<file path="src/rtl/tcm_boot_ctrl.sv">
// Boot sequencer: streams a program image into instruction TCM, pulses the
// core reset, then runs the core until the fetch PC hits the configured end
// address (followed by a drain period) or the run-cycle budget expires.
module tcm_boot_ctrl #(
  parameter int unsigned RST_CYCLES   = 1,
  parameter int unsigned DRAIN_CYCLES = 50,
  parameter int unsigned MAX_CYCLES   = 40000,
  parameter int unsigned CNT_W        = 16
) (
  input  logic             clk_i,
  input  logic             rst_ni,
  input  logic             start_i,
  input  logic             abort_i,
  input  logic [31:0]      base_addr_i,
  input  logic [CNT_W-1:0] word_cnt_i,
  input  logic [31:0]      end_pc_i,
  input  logic             wr_valid_i,
  input  logic [31:0]      wr_data_i,
  output logic             wr_ready_o,
  output logic [3:0]       inst_we_o,
  output logic [31:0]      inst_addr_o,
  output logic [31:0]      inst_data_o,
  output logic             rst_cpu_o,
  input  logic [31:0]      pc_i,
  output logic             busy_o,
  output logic             done_o,
  output logic             timeout_o,
  output logic [31:0]      run_cycles_o
);

  typedef enum logic [2:0] {
    S_IDLE,
    S_LOAD,
    S_CPU_RST,
    S_RUN,
    S_DRAIN,
    S_DONE,
    S_TIMEOUT
  } state_t;

  state_t           r_state;
  state_t           w_state_nxt;

  logic [31:0]      r_next_addr;
  logic [CNT_W-1:0] r_remaining;
  logic [31:0]      r_end_pc;
  logic [3:0]       r_we;
  logic [31:0]      r_addr;
  logic [31:0]      r_data;
  logic             r_done;
  logic             r_timeout;
  logic [31:0]      r_run_cycles;
  logic [31:0]      r_timer;

  logic             w_idle_like;
  logic             w_start_ok;
  logic             w_ready;
  logic             w_hs;
  logic             w_last;
  logic             w_rst_done;
  logic             w_match;
  logic             w_budget;
  logic             w_drain_done;

  // Control decodes, all from registered state (no path from wr_valid_i to ready)
  always_comb begin
    w_idle_like  = (r_state == S_IDLE) || (r_state == S_DONE) || (r_state == S_TIMEOUT);
    w_start_ok   = start_i && w_idle_like;
    w_ready      = (r_state == S_LOAD) && (r_remaining != '0);
    w_hs         = wr_valid_i && w_ready;
    w_last       = w_hs && (r_remaining == CNT_W'(1));
    // The reset hold count starts only once the final write has left the port.
    w_rst_done   = (r_state == S_CPU_RST) && (r_we == '0) &&
                   ((r_timer + 32'd1) >= 32'(RST_CYCLES));
    w_match      = (pc_i == r_end_pc);
    w_budget     = ((r_run_cycles + 32'd1) == 32'(MAX_CYCLES));
    w_drain_done = ((r_timer + 32'd1) >= 32'(DRAIN_CYCLES));
  end

  // State register
  always_ff @(posedge clk_i or negedge rst_ni) begin
    if (!rst_ni) begin
      r_state <= S_IDLE;
    end else begin
      r_state <= w_state_nxt;
    end
  end

  // Next-state logic; abort overrides every transition
  always_comb begin
    w_state_nxt = r_state;
    case (r_state)
      S_IDLE, S_DONE, S_TIMEOUT: begin
        if (start_i) begin
          w_state_nxt = (word_cnt_i == '0) ? S_CPU_RST : S_LOAD;
        end
      end
      S_LOAD: begin
        if (w_last) begin
          w_state_nxt = S_CPU_RST;
        end
      end
      S_CPU_RST: begin
        if (w_rst_done) begin
          w_state_nxt = S_RUN;
        end
      end
      S_RUN: begin
        if (w_match) begin
          w_state_nxt = S_DRAIN;
        end else if (w_budget) begin
          w_state_nxt = S_TIMEOUT;
        end
      end
      S_DRAIN: begin
        if (w_drain_done) begin
          w_state_nxt = S_DONE;
        end
      end
      default: w_state_nxt = S_IDLE;
    endcase
    if (abort_i) begin
      w_state_nxt = S_IDLE;
    end
  end

  // Config capture and TCM write port: one registered write per handshake
  always_ff @(posedge clk_i or negedge rst_ni) begin
    if (!rst_ni) begin
      r_next_addr <= '0;
      r_remaining <= '0;
      r_end_pc    <= '0;
      r_we        <= '0;
      r_addr      <= '0;
      r_data      <= '0;
    end else begin
      r_we <= '0;
      if (!abort_i) begin
        if (w_start_ok) begin
          r_next_addr <= {base_addr_i[31:2], 2'b00};
          r_remaining <= word_cnt_i;
          r_end_pc    <= end_pc_i;
        end
        if (w_hs) begin
          r_we        <= '1;
          r_addr      <= r_next_addr;
          r_data      <= wr_data_i;
          r_next_addr <= r_next_addr + 32'd4;
          r_remaining <= r_remaining - CNT_W'(1);
        end
      end
    end
  end

  // Run statistics and sticky outcome flags
  always_ff @(posedge clk_i or negedge rst_ni) begin
    if (!rst_ni) begin
      r_done       <= 1'b0;
      r_timeout    <= 1'b0;
      r_run_cycles <= '0;
    end else if (abort_i) begin
      r_done    <= 1'b0;
      r_timeout <= 1'b0;
    end else begin
      if (w_start_ok) begin
        r_done       <= 1'b0;
        r_timeout    <= 1'b0;
        r_run_cycles <= '0;
      end
      if (r_state == S_RUN) begin
        r_run_cycles <= r_run_cycles + 32'd1;
        if (!w_match && w_budget) begin
          r_timeout <= 1'b1;
        end
      end
      if ((r_state == S_DRAIN) && w_drain_done) begin
        r_done <= 1'b1;
      end
    end
  end

  // Shared cycle timer for CPU_RST hold and DRAIN; cleared on every state change
  always_ff @(posedge clk_i or negedge rst_ni) begin
    if (!rst_ni) begin
      r_timer <= '0;
    end else if (w_state_nxt != r_state) begin
      r_timer <= '0;
    end else if (((r_state == S_CPU_RST) && (r_we == '0)) || (r_state == S_DRAIN)) begin
      r_timer <= r_timer + 32'd1;
    end
  end

  assign wr_ready_o   = w_ready;
  assign inst_we_o    = r_we;
  assign inst_addr_o  = r_addr;
  assign inst_data_o  = r_data;
  assign rst_cpu_o    = !((r_state == S_RUN) || (r_state == S_DRAIN));
  assign busy_o       = !w_idle_like;
  assign done_o       = r_done;
  assign timeout_o    = r_timeout;
  assign run_cycles_o = r_run_cycles;

endmodule
</file>
<file path="config.mk">
export PLATFORM = sky130hd
export DESIGN_NAME = tcm_boot_ctrl
export DESIGN_NICKNAME = d
export VERILOG_FILES = /design/src/rtl/tcm_boot_ctrl.sv
export SDC_FILE = /design/constraint.sdc
export NUM_CORES = 1
export LEC_CHECK = 0
export CAP_MARGIN = 20
export CORE_UTILIZATION = 47
export CTS_CLUSTER_SIZE = 24
export DETAILED_ROUTE_END_ITERATION = 10
export GPL_ROUTABILITY_DRIVEN = 0
export GPL_TIMING_DRIVEN = 0
export PLACE_DENSITY = 0.78
export SLEW_MARGIN = 0
export SYNTH_ARGS = -nofsm -noshare
export SYNTH_HDL_FRONTEND = slang
export SYNTH_SLANG_ARGS = --single-unit
</file>
<file path="constraint.sdc">
create_clock -name clk_i -period 3.7 [get_ports clk_i]
set_input_delay 0.37 -clock clk_i [delete_from_list [all_inputs] [get_ports clk_i]]
set_output_delay 0.37 -clock clk_i [all_outputs]
set_load 0.01 [all_outputs]
</file>
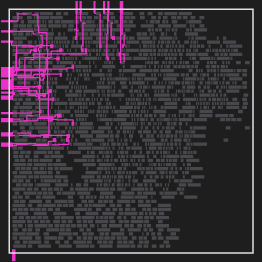
port_trees.png
Scale: 1.5 px per um.
[magenta] `base_addr_i` | direction: input | edge: 23 left, 7 top, 2 bottom | end cells: 30 | buffers: 30 | wire: 1110 um

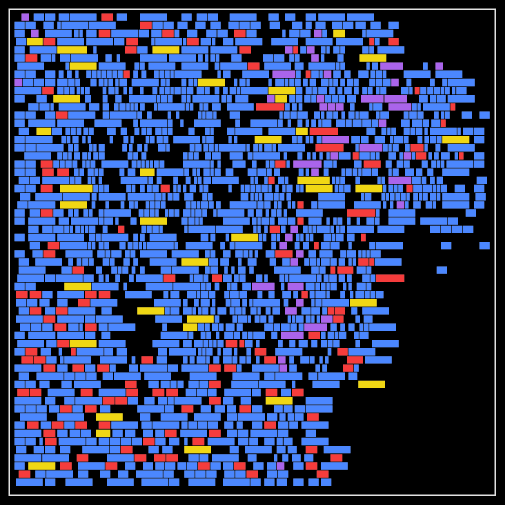
sizing.png
Scale: 3 px per um.
[blue] x1 and smaller | cells: 1398 | share: 87%
[red] x2 | cells: 134 | share: 8.3%
[yellow] x6 and larger | cells: 35 | share: 2.2%
[purple] x3 and x4 | cells: 44 | share: 2.7%

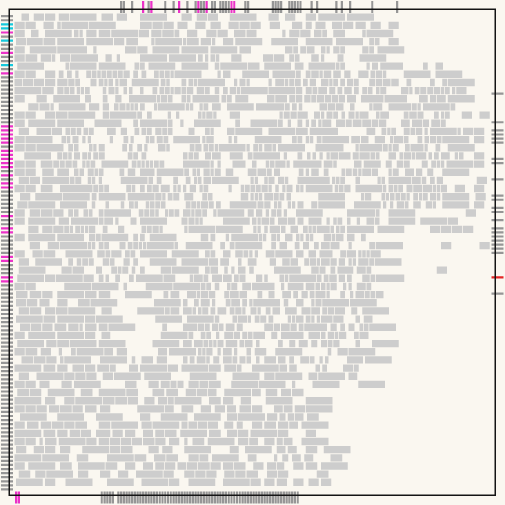
pinout.png
Scale: 3 px per um. Pins as bars across the die edge, other pins in gray.
[magenta] `base_addr_i` | pins: 32 | direction: input | edge: 23 left, 7 top, 2 bottom
[cyan] `inst_we_o` | pins: 4 | direction: output | edge: left
[red] `start_i` | pins: 1 | direction: input | edge: right
all pins by edge: 117 left, 73 bottom, 41 top, 23 right

==> results.yml <==
# yosys + openroad results
outcome:
  run_status: "complete, no violations"
power_and_ir_drop:
  seqPwrFrac_pct: 43.2
  switching_power_mw: 2.05
  p_comb_share_pct: 24.5
  power_density_mw_per_mm2: 445
  clkPwrFrac_pct: 32.3
  peakVddDrop_uv: 516
  power_leakage_nw: 6.31
  swShare_pct: 28.8
  p_total_mw: 7.11
flow_run:
  warnings: 35
  drv_cap: 0
critical_path:
  crit_buf_inv: 3
  path_depth: 13
  required_ns: 4.12
  start_kind: "flop"
  startpoint: "r_timer[4]"
  max_stage_delay_ns: 0.72
  r2r_cells: 13
  cp_cell_sequence: "buf_2 > nand3_2 > or4b_2 > a2111oi_2 > a21oi_1 > a21oi_1 > and4_1 > a21oi_1 > nor3_2 > buf_4 > clkbuf_4 > nand3_1 > a21oi_1"
  crit_end: "r_timer[12]"
  cp_slowest_cell: "or4b_2"
  crit_family: "simple AND/OR/NAND/NOR gates"
  arrival_ns: 4.03
cells_and_area:
  seq_area_mm2: 0.00526
  final_nets: 1754
  comb_area_share_pct: 40.0
  final_area_mm2: 0.0160
  antenna_cells: 0
  nonClkBufAreaFrac_pct: 19.1
  clkCellAreaFrac_pct: 4.73
  buffers_excl_clock: 352
  n_all_inverters: 27
  drive_gt1_share_pct: 13.2
  syn_to_final_growth_pct: 33.7
  nClkBuffers: 36
  lay_top_cells: "clkdlybuf4s50_1, dfrtp_1, nand2_1, a21oi_1, o21ai_0"
  nMultiInputCombCells: 982
  largest_class: "multi-input combinational cells"
  final_util_pct: 63.9
routing:
  firstDrtPassIters: 8
  dr.first_iter.drc_count: 1207
  wl_per_cell_um: 19.0
  top_layer: "met4"
  ant_nets: 0
  vias: 11700
  wl_met2_um: 17100
  dr_wl_met3_um: 3760
  wl_met1_um: 14600
floorplanning:
  dieArea_mm2: 0.0261
  die_h_um: 162
  io_pins: 254
  die_x_um: 162
  core_area_mm2: 0.0250
yosys:
  syn_area_per_cell_um2: 9.12
  synthCells: 1312
  ys_ff: 210
  yosysWarnings: 0
  ys_top_logic_family: "simple AND/OR/NAND/NOR gates"
  top_area_cell: "dfrtp_1"
  top_cells_by_count: "dfrtp_1, nand2_1, a21oi_1"
  edf_count: 0
  ys_sh_aoi_pct: 14.8
  yosysMostFrequentCell: "dfrtp_1"
  synth.distinct_cells: 69
  syn_area_mm2: 0.0120
  ys_async_sr_fraction_pct: 100
placed_design:
  io_buffers: 248
  pre_cts_slack_ns: -0.557
global_route:
  grtUsageTotal_pct: 27.6
  overflow: 0
  use_met2_pct: 44.7
  grt_pass1_wl_um: 58300
  grt_pass1_vias: 11300
  antenna_found_initial: 0
sta:
  setup_violations: 0
  rsz0062_at_grt: "true"
  maxSlewViolCount: 0
  setup_ws_ns: 0.0848
  hold_violations: 0
cts:
  clk_path_buf_depth: 3
  cts_setup_buffers: 11
  post_cts_resized: 26
  clk_latency_ns: 0.55
  cts_tree: "yes"
  root_buffer: "clkbuf_16"
  cts-hold-fix-buffers: 1
  numCtsBuffers: 24
  clkTransAtPathRegs_ns: 0.06
worst_hold_path:
  hp-class: "in2async"
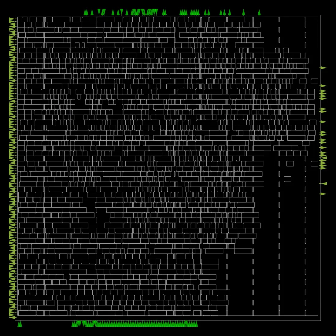
placed.png
register share of the cell area: 32.9%
fillcell total: 2007
Tap Cells: 330
row count: 58

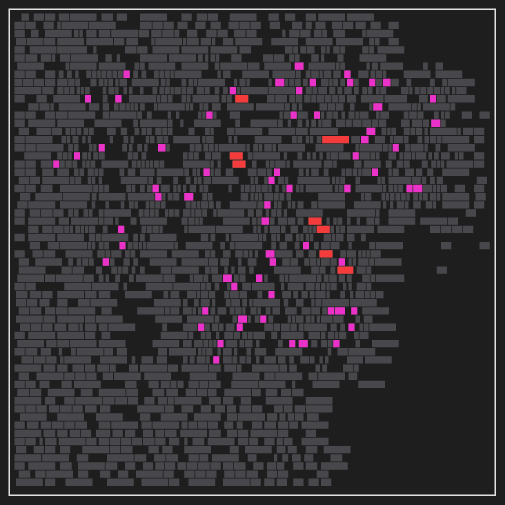
gates.png
Scale: 3 px per um.
[magenta] and/or cells | cells: 64
[red] fa/ha/maj cells | cells: 8

-- flip-flops by register name (all words and copies together), names as in the netlist --
| register | cells |
|---|---|
| r_timer | 32 |
| run_cycles_o | 32 |
| timeout_o | 1 |
| r_next_addr | 30 |
| inst_addr_o | 30 |
| inst_we_o | 1 |
| done_o | 1 |
| r_state | 3 |
| r_end_pc | 32 |
| r_remaining | 16 |
| inst_data_o | 32 |
-- power groups by stage --
stage / clock [mW] / sequential, mW / combinational, mW
3_3_place_gp: 0 / 3.07 / 1.68
5_1_grt: 2.43 / 3.13 / 1.87
3_5_place_dp: 0 / 3.09 / 1.72
4_1_cts: 2.34 / 3.06 / 1.74
2_1_floorplan: 0 / 3.14 / 0.697
6_report: 2.30 / 3.07 / 1.74
Power figures rest on the tool's default switching activity, not on a simulated workload.
